==> config.mk <==
export PLATFORM = sky130hd
export DESIGN_NAME = quire_to_posit
export DESIGN_NICKNAME = d
export VERILOG_FILES = /design/src/rtl/quire_to_posit.sv
export SDC_FILE = /design/constraint.sdc
export NUM_CORES = 1
export LEC_CHECK = 0
export CAP_MARGIN = 0
export CORE_MARGIN = 1
export CORE_UTILIZATION = 28
export CTS_BUF_LIST = sky130_fd_sc_hd__clkbuf_8
export DETAILED_ROUTE_END_ITERATION = 10
export SLEW_MARGIN = 30
export SYNTH_ARGS = -nofsm -noshare
export SYNTH_HDL_FRONTEND = slang
export SYNTH_SLANG_ARGS = --single-unit
==> constraint.sdc <==
create_clock -name clk -period 7.2 [get_ports clk]
set_input_delay 1.08 -clock clk [delete_from_list [all_inputs] [get_ports clk]]
set_output_delay 1.08 -clock clk [all_outputs]
set_load 0.005 [all_outputs]
==> src/rtl/quire_to_posit.sv <==
// quire_to_posit: converts the end-of-window quire value into a posit.
// Pipeline: S1 absolute value, S2 leading-one detect + normalise, S3 regime encode + round.
// A one-entry skid latch catches the beat that arrives while the pipeline stalls.
// Build option: define QUIRE_TO_POSIT_RNE_EN for round-to-nearest-even; otherwise the
// magnitude is truncated toward zero.
// Handshake: a beat moves whenever the sender's rts and the receiver's rtr are both high at
// the rising edge; the sender holds its beat stable until then, and rtr_o is a registered
// copy of process_en (rtr_i | ~rts_o).

module quire_to_posit #(
    parameter int POSIT_WIDTH    = 4,
    parameter int POSIT_ES       = 0,
    parameter int LOG_NB_ACCUM   = 10,
    localparam int QUIRE_SIZE    = (1 << (POSIT_ES + 2)) * (POSIT_WIDTH - 2) + 1 + LOG_NB_ACCUM
) (
    input  logic                   clk,
    input  logic                   rst_n,
    input  logic                   rts_i,
    output logic                   rtr_o,
    input  logic                   sow_i,
    input  logic                   eow_i,
    input  logic [QUIRE_SIZE-1:0]  data_i,
    input  logic                   sign_i,
    input  logic                   zero_i,
    input  logic                   NaR_i,
    input  logic                   rtr_i,
    output logic                   rts_o,
    output logic [POSIT_WIDTH-1:0] posit_o,
    output logic                   NaR_o,
    output logic                   zero_o
);

    localparam int N        = POSIT_WIDTH;
    localparam int ES       = POSIT_ES;
    localparam int QS       = QUIRE_SIZE;
    localparam int MW       = QS + 1;                              // magnitude incl. most-negative quire
    localparam int BPP      = ((1 << (ES + 2)) * (N - 2)) / 2;     // binary point above quire LSB
    localparam int MAXSCALE = (N - 2) * (1 << ES);
    localparam int PW       = $clog2(MW);
    localparam int SW       = PW + 2;                              // signed scale width
    localparam int F        = N - 1;                               // fraction bits kept after hidden bit
    localparam int BW       = N + ES + F;                          // regime + exponent + fraction body

    localparam logic signed [SW-1:0] BPP_S  = SW'(BPP);
    localparam logic signed [SW-1:0] MAXS   = SW'(MAXSCALE);
    localparam logic signed [SW-1:0] MINS   = -MAXS;
    localparam logic [N-1:0]         MAXPOS = {1'b0, {(N-1){1'b1}}};
    localparam logic [N-1:0]         MINPOS = N'(1);
    localparam logic [N-1:0]         NARPOS = {1'b1, {(N-1){1'b0}}};

    // Handshake and skid latch
    logic            r_rtr;
    logic            r_lat_v;
    logic [QS-1:0]   r_lat_data;
    logic            r_lat_eow, r_lat_sign, r_lat_zero, r_lat_nar;
    logic            w_process_en, w_receive_en, w_take;
    logic [QS-1:0]   w_in_data;
    logic            w_in_eow, w_in_sign, w_in_zero, w_in_nar;
    logic [MW-1:0]   w_sext, w_abs;

    // Stage registers
    logic            r_s1_v, r_s1_sign, r_s1_zero, r_s1_nar;
    logic [MW-1:0]   r_s1_mag;
    logic            r_s2_v, r_s2_sign, r_s2_zero, r_s2_nar;
    logic signed [SW-1:0] r_s2_scale;
    logic [F-1:0]    r_s2_frac;
    logic            r_s3_v, r_nar, r_zero;
    logic [N-1:0]    r_posit;

    // Stage 2 / 3 combinational
    logic [PW-1:0]   w_p;
    logic [MW-1:0]   w_norm;
    logic signed [SW-1:0] w_scale, w_k;
    logic [SW-1:0]   w_rsh, w_rl;
    logic [ES+F-1:0] w_ef;
    logic [BW-1:0]   w_regime, w_body;
    logic [N-1:0]    w_mag_t, w_mag_r, w_sat, w_posit;
    logic            w_round_up;
    logic            w_unused;

    assign w_process_en = rtr_i | ~r_s3_v;
    assign w_receive_en = rts_i & r_rtr;
    assign w_take       = w_process_en & (w_receive_en | r_lat_v);

    // The latched beat always goes ahead of anything new on the inputs.
    always_comb begin
        if (r_lat_v) begin
            w_in_data = r_lat_data;
            w_in_eow  = r_lat_eow;
            w_in_sign = r_lat_sign;
            w_in_zero = r_lat_zero;
            w_in_nar  = r_lat_nar;
        end else begin
            w_in_data = data_i;
            w_in_eow  = eow_i;
            w_in_sign = sign_i;
            w_in_zero = zero_i;
            w_in_nar  = NaR_i;
        end
    end

    assign w_sext = {w_in_data[QS-1], w_in_data};
    assign w_abs  = w_sext[MW-1] ? (~w_sext + MW'(1)) : w_sext;

    // Register rtr_o and park a beat that arrives while the pipeline is stalled.
    always_ff @(posedge clk or negedge rst_n) begin
        if (!rst_n) begin
            r_rtr      <= 1'b0;
            r_lat_v    <= 1'b0;
            r_lat_data <= '0;
            r_lat_eow  <= 1'b0;
            r_lat_sign <= 1'b0;
            r_lat_zero <= 1'b0;
            r_lat_nar  <= 1'b0;
        end else begin
            r_rtr <= w_process_en;
            if (w_receive_en && !w_process_en) begin
                r_lat_v    <= 1'b1;
                r_lat_data <= data_i;
                r_lat_eow  <= eow_i;
                r_lat_sign <= sign_i;
                r_lat_zero <= zero_i;
                r_lat_nar  <= NaR_i;
            end else if (w_process_en) begin
                r_lat_v <= 1'b0;
            end
        end
    end

    // Leading-one detect: the highest set bit wins.
    always_comb begin
        w_p = '0;
        for (int i = 0; i < MW; i++) begin
            if (r_s1_mag[i]) w_p = PW'(i);
        end
    end

    assign w_norm  = r_s1_mag << (PW'(MW - 1) - w_p);
    assign w_scale = $signed({2'b00, w_p}) - BPP_S;

    // Build the left-aligned posit body: regime run, exponent, fraction.
    always_comb begin
        w_k  = r_s2_scale >>> ES;
        w_ef = '0;
        w_ef[F-1:0] = r_s2_frac;
        for (int i = 0; i < ES; i++) begin
            w_ef[F+i] = r_s2_scale[i];
        end
        if (!w_k[SW-1]) begin
            w_rsh    = $unsigned(w_k) + SW'(1);
            w_rl     = $unsigned(w_k) + SW'(2);
            w_regime = ~({BW{1'b1}} >> w_rsh);
        end else begin
            w_rsh    = $unsigned(-w_k);
            w_rl     = w_rsh + SW'(1);
            w_regime = {1'b1, {(BW-1){1'b0}}} >> w_rsh;
        end
        w_body = w_regime | ({w_ef, {N{1'b0}}} >> w_rl);
    end

    assign w_mag_t = {1'b0, w_body[BW-1 -: N-1]};

`ifdef QUIRE_TO_POSIT_RNE_EN
    logic r_s2_sticky;
    logic w_guard, w_sticky;
    assign w_guard    = w_body[BW-N];
    assign w_sticky   = (|w_body[BW-N-1:0]) | r_s2_sticky;
    assign w_round_up = w_guard & (w_body[BW-N+1] | w_sticky);
    assign w_unused   = ^{sow_i, w_norm[MW-1]};
`else
    assign w_round_up = 1'b0;
    assign w_unused   = ^{sow_i, w_norm[MW-1], w_norm[MW-2-F:0], w_body[BW-N:0]};
`endif

    assign w_mag_r = w_mag_t + N'(w_round_up);

    // Saturate, then apply the special cases and the sign.
    always_comb begin
        if (r_s2_scale > MAXS || w_mag_r[N-1]) begin
            w_sat = MAXPOS;
        end else if (r_s2_scale < MINS || w_mag_r == '0) begin
            w_sat = MINPOS;
        end else begin
            w_sat = w_mag_r;
        end
        if (r_s2_nar) begin
            w_posit = NARPOS;
        end else if (r_s2_zero) begin
            w_posit = '0;
        end else if (r_s2_sign) begin
            w_posit = ~w_sat + N'(1);
        end else begin
            w_posit = w_sat;
        end
    end

    // All three stages advance together whenever the output slot is free or being taken.
    always_ff @(posedge clk or negedge rst_n) begin
        if (!rst_n) begin
            r_s1_v     <= 1'b0;
            r_s1_mag   <= '0;
            r_s1_sign  <= 1'b0;
            r_s1_zero  <= 1'b0;
            r_s1_nar   <= 1'b0;
            r_s2_v     <= 1'b0;
            r_s2_scale <= '0;
            r_s2_frac  <= '0;
            r_s2_sign  <= 1'b0;
            r_s2_zero  <= 1'b0;
            r_s2_nar   <= 1'b0;
`ifdef QUIRE_TO_POSIT_RNE_EN
            r_s2_sticky <= 1'b0;
`endif
            r_s3_v     <= 1'b0;
            r_posit    <= '0;
            r_nar      <= 1'b0;
            r_zero     <= 1'b0;
        end else if (w_process_en) begin
            r_s1_v     <= w_take & w_in_eow;
            r_s1_mag   <= w_abs;
            r_s1_sign  <= w_in_sign;
            r_s1_zero  <= w_in_zero | (w_in_data == '0);
            r_s1_nar   <= w_in_nar;
            r_s2_v     <= r_s1_v;
            r_s2_scale <= w_scale;
            r_s2_frac  <= w_norm[MW-2 -: F];
            r_s2_sign  <= r_s1_sign;
            r_s2_zero  <= r_s1_zero;
            r_s2_nar   <= r_s1_nar;
`ifdef QUIRE_TO_POSIT_RNE_EN
            r_s2_sticky <= |w_norm[MW-2-F:0];
`endif
            r_s3_v     <= r_s2_v;
            r_posit    <= w_posit;
            r_nar      <= r_s2_nar;
            r_zero     <= ~r_s2_nar & r_s2_zero;
        end
    end

    assign rtr_o   = r_rtr;
    assign rts_o   = r_s3_v;
    assign posit_o = r_posit;
    assign NaR_o   = r_nar;
    assign zero_o  = r_zero;

endmodule

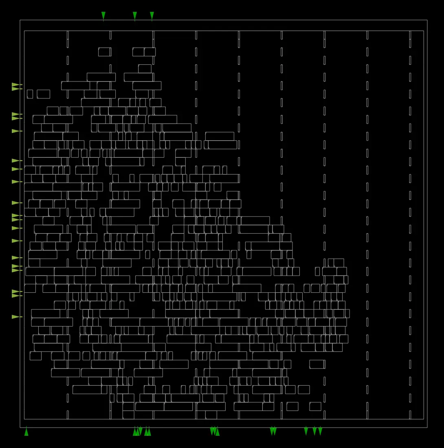
run_1/placement.png
FILL cells: 1723
sequential share of cell area: 32.0%
# Taps: 216

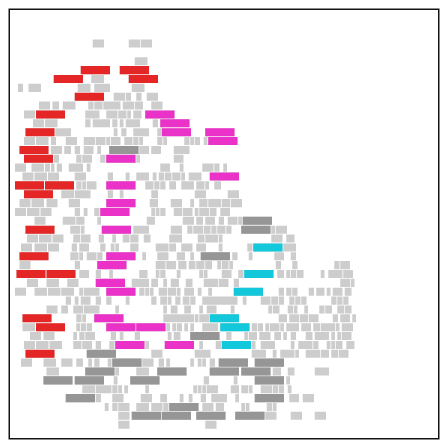
run_1/flops_by_reg.png
Other sequential cells in the stronger grey, the rest of the logic in the fainter grey.
r_s1_mag: in magenta, flops 20. r_lat_data: in red, flops 19. r_s2_scale: in cyan, flops 6.
Another 24 sequential cells are not coloured.
Seq power: 0.000768 W
Flop area: 1730 um2
Core Util, Final: 33.5%

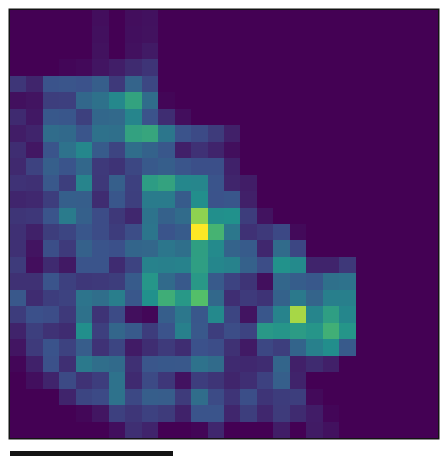
run_1/metal_density.png
Scale bar: 50 um. 26 x 26 tiles, from dark purple (low) to yellow (high), scaled to the fullest tile. Values are wire area over tile area, all layers added.
The emptiest ninth of the die: north-east. The mean over all tiles is 0.090. 46% of the tiles are nearly empty. 3.7% of the tiles are over half the peak.
Total Wirelength: 9990 um
GRT Total Usage: 12.2%
mean routed wirelength per cell: 13.2 um
via count: 3791

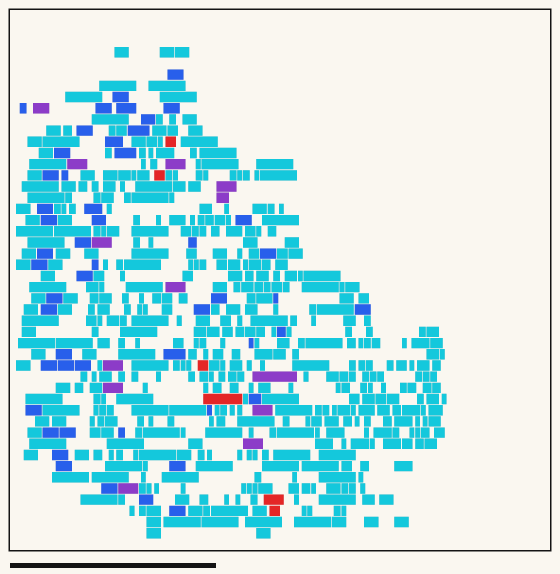
run_1/sizes.png
Scale bar: 50 um.
_2 cells: in blue, cells 51, most used mux2_2. _3 and _4 cells: in red, cells 6, most used buf_4. _6 and larger: in purple, cells 13, most used clkbuf_8. _0 and _1 cells: in cyan, cells 474.
Non-CTS buffers: 38
Area Growth Syn to Fin: 15.1%

[run 1: layer usage]
layer	global-route usage, %	vias to the layer above	wire length [um]	part of all wire, %
li1	-	1917	-	-
met4	5.56	0	181	1.8
met2	21.0	75	4940	49
met3	1.77	13	313	3.1
met5	0	-	0	0
met1	15.0	1786	4560	46
[run 1: metrics by stage]
| stage | hold slack, ps | cells | setup WS (ps) |
|---|---|---|---|
| after floorplan | 430 | 520 | 4180 |
| after global placement | 449 | 744 | 3520 |
| after detailed placement | 456 | 744 | 3490 |
| after CTS | 474 | 760 | 3840 |
| after global routing | 518 | 760 | 3300 |
| final | 471 | 760 | 3570 |
==> ci_impl_report.md, run 1 <==
### Yosys + OpenROAD results

| Metric | Value |
|---|---|
| Outcome | `finished clean` |
| Slowest-stage cell, CP | `clkinv_1` |
| N_diodes | `0` |
| Seq_cells | `69` |
| Sequential share of power | `36.6%` |
| Final #Nets | `578` |
| Crit-path max FO | `56` |
| Finished Cell Area | `5390 um2` |
| Post-synth top cells | `dfrtp_1, nand2_1, o21ai_0, nor2_1, mux2_2` |
| Clk sink count | `approximately 70` |
| Combinational Power Share | `~48%` |
| First-pass GRT wire length | `~18000 um` |
| Clock buffer count | `10` |
| Placed cell areas | `5190 um2` |
| Post-synthesis sequential area ratio | `36.9%` |
| Max Cap Violations | `0` |
| Post-CTS Setup Inserts | `0` |
| Root Driver | `clkbuf_8` |
| Switching power | `0.000890 W` |
| #MultiIn Comb | `405` |
| H-tree depth | `3` |
| Synth Net Count | `559` |
| CTS tree | `done` |
| Sw Ratio | `42.4%` |
| CP Launch Point | `rtr_i` |
| Worst slew pin tran | `between 800 and 900 ps` |
| Synth top area share | `36.9%` |
| Tmin final | `3630 ps` |
| Initial antenna violation count | `0` |
| Ys cells | `between 500 and 600` |
| Worst R2R Start | `r_s2_scale[0]` |
| Pre-Place Util | `between 20% and 30%` |
| Top reg by flops | `r_s1_mag` |
| CP Data Arrival Time | `approximately 3900 ps` |
| Die y size | `131 um` |
| Comb power | `between 0.001 and 0.0015 W` |
| Non-clock inverters | `16` |
| Yosys cell types | `between 60 and 70` |
| RSZ-0062 raised after global routing | `no` |
| Critical Path Source Type | `input port` |
==> inputs of run 2 (changes only) <==
clock period = 3.57 ns   (was 7.2 ns; I/O delays follow)
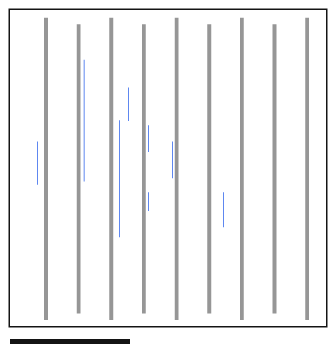
run_2/layer_met4.png
Scale bar: 50 um. Supply wires on this layer in grey.
The wires run mostly vertical. The longest straight run is 50.3 um. The layer carries 178 um of wire. The layer holds 1.8% of the routed length.
via count: 3817
Total Wirelength: 10200 um

==> run 2 against run 1 <==
Net effect:
- sequential share of layout area is 0.14 points lower
- via count grew 0.69%
- sequential power up 99%
- total power rose by 100%
- area after synthesis unchanged
- synthesized cell count is the same
- critical path type is now flip-flop to flip-flop
- largest power group unchanged
==> ci_impl_report.md, run 2 <==
### Yosys + OpenROAD results

| Metric | Value |
|---|---|
| Mean routed wirelength per cell | `13.3 um` |
| Min Hold Slack | `190 ps` |
| H-tree depth | `3` |
| Finished Cell Area | `around 5400 um2` |
| Setup WS post-layout | `slightly above 600 ps` |
| Sequential share of power | `36.0%` |
| Max Cap Violations | `0` |
| Yosys cell types | `slightly below 70` |
| Flop area | `1730 um2` |
| Grt peak-use layer | `met2` |
| Outcome | `finished clean` |
| CP Launch Point | `r_s1_mag[8]` |
| Slowest-stage cell, CP | `nor4_1` |
| Tmin final | `2960 ps` |
| Switching power | `0.00180 W` |
| Non-CTS buffers | `43` |
| Clock buffer count | `9` |
| Post-synthesis sequential area ratio | `36.9%` |
| Pre-Place Util | `29.1%` |
| Non-clock inverters | `16` |
| GRT met3 Usage | `2.35%` |
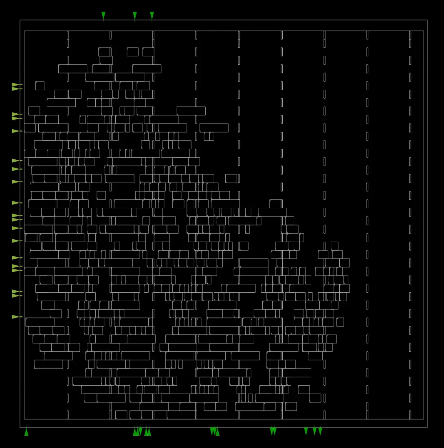
run_2/placement.png
row cnt: 46
Layout Cells excl Fill: 765

==> run 2: power groups by stage <==
stage / combinational, W / clock (W) / sequential [W]
floorplan: 0.00171 / 0 / 0.00138
global placement: 0.00204 / 0 / 0.00152
detailed placement: 0.00208 / 0 / 0.00154
CTS: 0.00209 / 0.000651 / 0.00153
global route: 0.00234 / 0.000687 / 0.00159
finish: 0.00208 / 0.000631 / 0.00153
==> run 2: per-layer routing <==
layer,up-vias,part of all wire [%]
li1,1936,-
met1,1792,46
met2,71,49
met3,18,3.0
met4,0,1.7
met5,-,0
==> run 2: critical path, delay by kind of cell, from the launching register on <==
family / cells / cell delay (ps)
and+or+nand+nor: 2 / 600
buffers and inverters: 1 / 160
DFF: 1 / 460
AOI/OAI and AO/OA: 4 / 1120
adders and majority gates: 1 / 480
==> inputs of run 3 (changes only) <==
clock period = 2.7 ns   (was 3.57 ns; I/O delays follow)
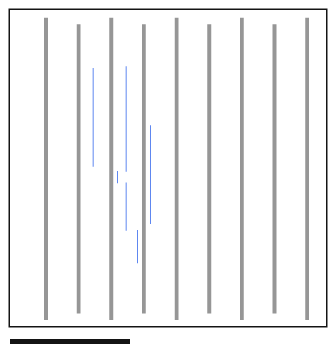
run_3/layer_met4.png
Scale bar: 50 um. Supply wires on this layer in grey.
The layer holds 1.6% of the routed length. The layer carries 163 um of wire. 3 nets have wire on it. The wires run mostly vertical. The longest straight run is 43.5 um.
Total Wirelength: 10400 um
via count: 3893

==> run 3 against run 2 <==
Net effect:
- fmax is 17% higher
- worst setup slack worse by 430 ps
- first-iteration DRC count is 8.5% higher
- utilization is 1.8 points higher
- critical path depth is 4 higher
- largest cell class unchanged
- area after synthesis stayed put
==> ci_impl_report.md, run 3 <==
### Yosys + OpenROAD results

| Metric | Value |
|---|---|
| Outcome | `finished clean` |
| Worst R2R Start | `r_s2_scale[1]` |
| Max Cap Violations | `0` |
| Tmin final | `2520 ps` |
| Die y size | `approximately 130 um` |
| Metal-1 WL | `roughly 4800 um` |
| H-tree depth | `3` |
| # Taps | `between 200 and 250` |
| Synth Net Count | `between 500 and 600` |
| Seq_cells | `69` |
| Area Growth Syn to Fin | `21.9%` |
| #MultiIn Comb | `405` |
| CP Data Arrival Time | `roughly 2800 ps` |
| Inst Count DP | `slightly below 800` |
| Final #Nets | `612` |
| Sw Ratio | `42.3%` |
| Met1 Usage GRT | `15.6%` |
| Row cnt | `46` |
| Clk sink count | `slightly below 70` |
| RSZ-0062 raised after global routing | `no` |
| Grt peak-use layer | `met2` |
| Finished Cell Area | `between 5000 and 6000 um2` |
| Root Driver | `clkbuf_8` |
| Seq power | `0.00200 W` |
| Critical Path Source Type | `flip-flop` |
| Combinational Power Share | `53.3%` |
| Post-synth top cells | `dfrtp_1, nand2_1, o21ai_0, nor2_1, mux2_2` |
| Post-synthesis sequential area ratio | `36.9%` |
| Placed cell areas | `approximately 5500 um2` |
| Top reg by flops | `r_s1_mag` |
| Met2 Use GR | `between 20% and 30%` |
| Comb power | `between 0.003 and 0.004 W` |
| Sequential share of power | `around 34%` |
| CTS tree | `done` |
| Ys cells | `520` |
| GRT met3 Usage | `2.28%` |
| Synth top area share | `a little under two fifths` |
| Met2 wire len | `roughly 5300 um` |
| Switching power | `0.00247 W` |
| Main power group | `combinational cells` |
| Min Hold Slack | `75.2 ps` |
| Pre-Place Util | `29.1%` |
| FILL cells | `1694` |
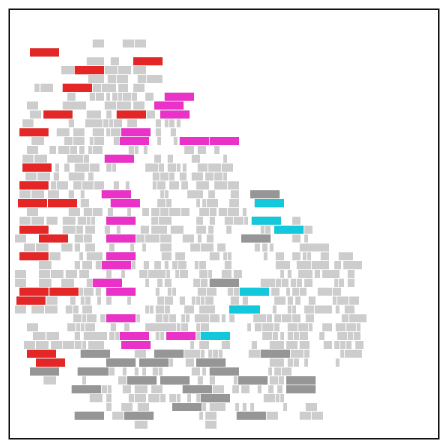
run_3/flops_by_reg.png
Other sequential cells in the stronger grey, the rest of the logic in the fainter grey.
r_lat_data: in red, flops 19. r_s2_scale: in cyan, flops 6, where centre. r_s1_mag: in magenta, flops 20.
Another 24 sequential cells are not coloured.
Flop area: 1730 um2
Core Util, Final: 35.4%
sequential share of cell area: 30.3%

## run 3: cell counts after synthesis
No cell type changed its count.
## run 3: critical path: cells and delay by family, from the launching register on
kind / cells / cell delay [ps]
XOR/XNOR: 2 / 260
AND-OR/OR-AND: 6 / 1080
flip-flops: 1 / 400
adder cells (fa/ha/maj): 2 / 420
buffers and inverters: 1 / 120
AND/OR/NAND/NOR: 1 / 140
## run 3: cell families (layout without fill, tap and decap cells)
kind of cell	count (synthesis)	in the layout	share of synthesized area (%)
AND-OR/OR-AND	131	131	19.1
adder cells (fa/ha/maj)	11	11	2.94
flip-flops	69	69	36.9
XOR/XNOR	23	23	4.30
buffers and inverters	46	103	4.33
multiplexers	60	60	13.8
AND/OR/NAND/NOR	180	180	18.7
No activity file was given, so power comes from the tool's default toggle rates.
